## src/rtl/tl_pkg.sv

```systemverilog
// Shared definitions for the traffic-light controllers and their benches.
//   GREEN / YELLOW / RED : 2-bit lamp encodings driven onto La / Lb
//   tl_state_e           : controller state encoding
//   max3                 : constant helper used to size the phase counter
package tl_pkg;

    localparam logic [1:0] GREEN  = 2'b00;
    localparam logic [1:0] YELLOW = 2'b01;
    localparam logic [1:0] RED    = 2'b10;

    typedef enum logic [2:0] {
        S_AG = 3'd0,
        S_AY = 3'd1,
        S_AR = 3'd2,
        S_BG = 3'd3,
        S_BY = 3'd4,
        S_BR = 3'd5
    } tl_state_e;

    function automatic int max3(input int a, input int b, input int c);
        int m;
        m = a;
        if (b > m) m = b;
        if (c > m) m = c;
        return m;
    endfunction

endpackage

```

## src/rtl/tl_phase_timer.sv

```systemverilog
// Phase timer: counts clocks spent in the current controller state.
//   clk     : system clock
//   reset_n : asynchronous active-low reset, clears the count
//   clr     : synchronous clear; the next count is 0
//   cnt     : current count, saturates at all-ones
module tl_phase_timer #(
    parameter int CNT_W = 4
) (
    input  logic             clk,
    input  logic             reset_n,
    input  logic             clr,
    output logic [CNT_W-1:0] cnt
);

    logic [CNT_W-1:0] cnt_q;
    logic [CNT_W-1:0] cnt_d;

    always_comb begin
        cnt_d = cnt_q;
        if (clr) begin
            cnt_d = '0;
        end else if (!(&cnt_q)) begin
            cnt_d = cnt_q + 1'b1;
        end
    end

    always_ff @(posedge clk or negedge reset_n) begin
        if (!reset_n) begin
            cnt_q <= '0;
        end else begin
            cnt_q <= cnt_d;
        end
    end

    assign cnt = cnt_q;

endmodule

```

## src/rtl/tl_cntr_timed.sv

```systemverilog
// Two-street traffic-light controller with minimum/maximum green, yellow
// and optional all-red clearance timing. Lamps are decoded from the state
// register only.
//   clk       : system clock
//   reset_n   : asynchronous active-low reset (forces A green, B red)
//   Ta, Tb    : traffic present on street A / B, already synchronised
//   La, Lb    : lamp drive for street A / B (GREEN/YELLOW/RED encodings)
//   dbg_state : current state encoding, for observation only
module tl_cntr_timed
    import tl_pkg::*;
#(
    parameter int MIN_GREEN_CYC = 4,
    parameter int MAX_GREEN_CYC = 8,
    parameter int YELLOW_CYC    = 2,
    parameter int ALLRED_CYC    = 1
) (
    input  logic       clk,
    input  logic       reset_n,
    input  logic       Ta,
    input  logic       Tb,
    output logic [1:0] La,
    output logic [1:0] Lb,
    output logic [2:0] dbg_state
);

    localparam int CNT_W = $clog2(max3(MAX_GREEN_CYC, YELLOW_CYC, ALLRED_CYC) + 1);

    // Thresholds compared against the phase count (count is 0 on the first
    // clock of a state, so "lasts N clocks" means exit when cnt == N-1).
    localparam logic [CNT_W-1:0] MIN_M1    = CNT_W'(MIN_GREEN_CYC - 1);
    localparam logic [CNT_W-1:0] MAX_M1    = CNT_W'(MAX_GREEN_CYC - 1);
    localparam logic [CNT_W-1:0] YELLOW_M1 = CNT_W'(YELLOW_CYC - 1);
    localparam logic [CNT_W-1:0] ALLRED_M1 = CNT_W'(ALLRED_CYC - 1);
    localparam bit               SKIP_AR   = (ALLRED_CYC == 0);

    if (MIN_GREEN_CYC < 1 || MAX_GREEN_CYC < MIN_GREEN_CYC ||
        YELLOW_CYC < 1 || ALLRED_CYC < 0) begin : g_param_check
        $error("tl_cntr_timed: illegal timing parameters");
    end

    tl_state_e        state_q;
    tl_state_e        state_d;
    logic [CNT_W-1:0] cnt;
    logic             clr;
    logic [1:0]       la_d;
    logic [1:0]       lb_d;

    tl_phase_timer #(
        .CNT_W (CNT_W)
    ) u_timer (
        .clk     (clk),
        .reset_n (reset_n),
        .clr     (clr),
        .cnt     (cnt)
    );

    always_ff @(posedge clk or negedge reset_n) begin
        if (!reset_n) begin
            state_q <= S_AG;
        end else begin
            state_q <= state_d;
        end
    end

    // Next state. Green exit: own street empty after the minimum, or the
    // cross street waiting at the maximum; either one leads to yellow.
    always_comb begin
        state_d = state_q;
        case (state_q)
            S_AG: if ((cnt >= MIN_M1 && !Ta) || (cnt >= MAX_M1 && Tb)) state_d = S_AY;
            S_AY: if (cnt == YELLOW_M1) state_d = SKIP_AR ? S_BG : S_AR;
            S_AR: if (cnt == ALLRED_M1) state_d = S_BG;
            S_BG: if ((cnt >= MIN_M1 && !Tb) || (cnt >= MAX_M1 && Ta)) state_d = S_BY;
            S_BY: if (cnt == YELLOW_M1) state_d = SKIP_AR ? S_AG : S_BR;
            S_BR: if (cnt == ALLRED_M1) state_d = S_AG;
            default: state_d = S_AG;
        endcase
    end

    // The phase count restarts on every state change.
    assign clr = (state_d != state_q);

    // Lamp decode; unknown encodings show red on both streets for the single
    // clock before recovery.
    always_comb begin
        la_d = RED;
        lb_d = RED;
        case (state_q)
            S_AG: la_d = GREEN;
            S_AY: la_d = YELLOW;
            S_BG: lb_d = GREEN;
            S_BY: lb_d = YELLOW;
            default: ;
        endcase
    end

    assign La        = la_d;
    assign Lb        = lb_d;
    assign dbg_state = state_q;

endmodule

```

## config.mk

```make
export PLATFORM = sky130hd
export DESIGN_NAME = tl_cntr_timed
export DESIGN_NICKNAME = d
export VERILOG_FILES = /design/src/rtl/tl_pkg.sv /design/src/rtl/tl_phase_timer.sv /design/src/rtl/tl_cntr_timed.sv
export SDC_FILE = /design/constraint.sdc
export NUM_CORES = 1
export LEC_CHECK = 0
export CORE_AREA = 2 2 39 41
export CTS_BUF_LIST = sky130_fd_sc_hd__clkbuf_4
export CTS_CLUSTER_DIAMETER = 100
export DETAILED_ROUTE_END_ITERATION = 8
export DIE_AREA = 0 0 41 43
export GPL_TIMING_DRIVEN = 0
export PLACE_DENSITY = 0.66
export SLEW_MARGIN = 20
export SYNTH_ARGS = -nofsm -noshare
export SYNTH_HDL_FRONTEND = slang
export SYNTH_SLANG_ARGS = --single-unit
```

## constraint.sdc

```tcl
create_clock -name clk -period 1.7 [get_ports clk]
set_input_delay 0.255 -clock clk [delete_from_list [all_inputs] [get_ports clk]]
set_output_delay 0.255 -clock clk [all_outputs]
set_load 0.005 [all_outputs]
```

### Routed clock nets over the placement

Drawn at 12 px/um.
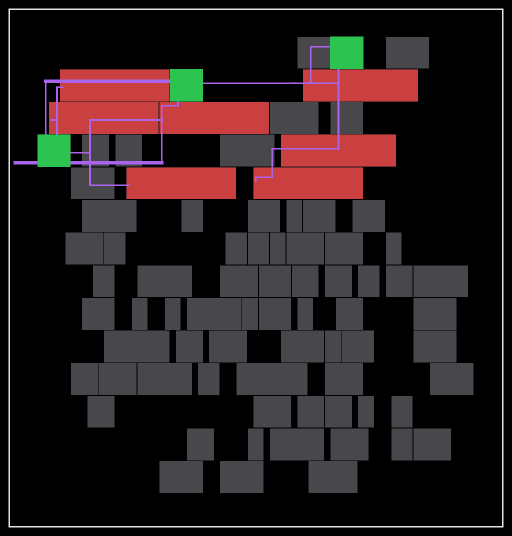
[purple] clock wires | length: 96.2 um
[red] flip-flops | count: 7
[green] clock-net drivers | count: 3
routed clock nets: 4
power share of the clock group: 11.2%
clk_skew: 0.000448 ns
clk pwr: 162 uW
worst skew pair latency: 0.25 ns

==> flow_metrics.env <==
# implementation run metrics
export IMPL_status="finished clean"
export IMPL_die_y_um=43
export IMPL_grt_setup_unrepaired="false"
export IMPL_drc=0
export IMPL_critPathTopFamily="buffers and inverters"
export IMPL_wire_per_inst_um=13.4
export IMPL_grt_usage_pct=17.2
export IMPL_ys_chip_area_um2=546
export IMPL_power_switching_uw=605
export IMPL_hold_violations=0
export IMPL_drtAntennaViolNets=0
export IMPL_warnings=28
export IMPL_yosys_most_used_dff="dfrtp_1"
export IMPL_h_tree_depth=1
export IMPL_synth_warnings=0
export IMPL_max_freq_mhz=614
export IMPL_largest_area_cell="dfrtp_1"
export IMPL_core_area_um2=1380
export IMPL_syn_area_um2=546
export IMPL_wirelength_um=1280
export IMPL_p_leak_nw=0.349
export IMPL_crit_path_top_delay_cell="dfrtp_2"
export IMPL_drt_iter0_drc=8
export IMPL_nets=87
export IMPL_power_frac_comb_pct=66.1
export IMPL_antenna_found_initial=0
export IMPL_numPortBuffers=10
export IMPL_syn_instance_count=61
export IMPL_reg2reg_slack_ns=0.10
export IMPL_mux_share_pct=3.67
export IMPL_hold_ws_ns=0.260
export IMPL_worst_path_max_fanout=5
export IMPL_worstMarginPinSlew_ns=0.503
export IMPL_p_int_uw=849
### Clock nets

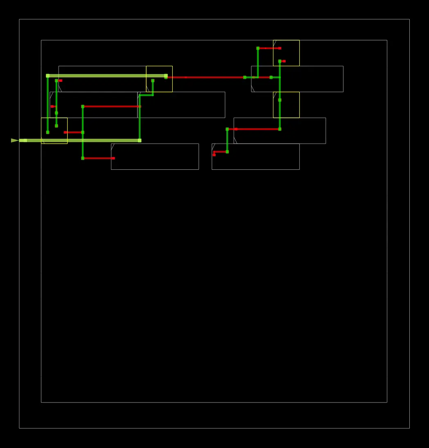
CTS Sinks: 7
Clock Buffer Count: 4

cell type report:
| cell class | instances | share of cell area, % |
|---|---|---|
| Clock buffer | 4 | 3.98 |
| Inverter | 6 | 2.99 |
| Sequential cell | 7 | 23.5 |
| Buffer | 3 | 3.65 |
| Timing Repair Buffer | 14 | 17.1 |
| Tap cell | 16 | 2.65 |
| Multi-Input combinational cell | 45 | 46.1 |
what timing repair did:
action | in CTS | in global routing
pin swaps | 1 | 0
endpoints found under the setup margin | 4 | 8
setup buffers | 3 | 1
resized | 7 | 10
hold buffers | 0 | 0
synth_stat cells (3+ instances only):
master	instances
inv_1	6
nor2b_1	3
nor4_1	3
a21oi_1	3
ha_1	3
nor2_1	3
a31oi_1	3
dfrtp_1	7
how the worst max path moves through the flow:
stage / from / end / slack, ns
global route: u_timer.cnt[1]$_DFFE_PN0P_ / u_timer.cnt[1]$_DFFE_PN0P_ / 0.009
finish: dbg_state[1]$_DFF_PN0_ / dbg_state[1] / 0.07
global placement: Ta / u_timer.cnt[1]$_DFFE_PN0P_ / -0.09
detailed placement: Ta / u_timer.cnt[0]$_DFFE_PN0P_ / -0.13
CTS: dbg_state[0]$_DFF_PN0_ / La[0] / 0.004
floorplan: u_timer.cnt[0]$_DFFE_PN0P_ / u_timer.cnt[0]$_DFFE_PN0P_ / 0.25
power by group through the flow:
stage | clock network [mW] | registers [mW] | logic, mW
global placement | 0 | 0.349 | 0.821
finish | 0.162 | 0.331 | 0.961
global route | 0.179 | 0.344 | 1.07
floorplan | 0 | 0.326 | 0.562
detailed placement | 0 | 0.350 | 0.837
CTS | 0.172 | 0.329 | 0.913
routing by layer:
layer	GRT usage, %	wire [um]	part of all wire [%]
met1	20.2	531	42
met4	4.00	0	0
met3	7.85	54	4.2
met2	27.5	690	54
met5	0	0	0
No activity file was given, so power comes from the tool's default toggle rates.
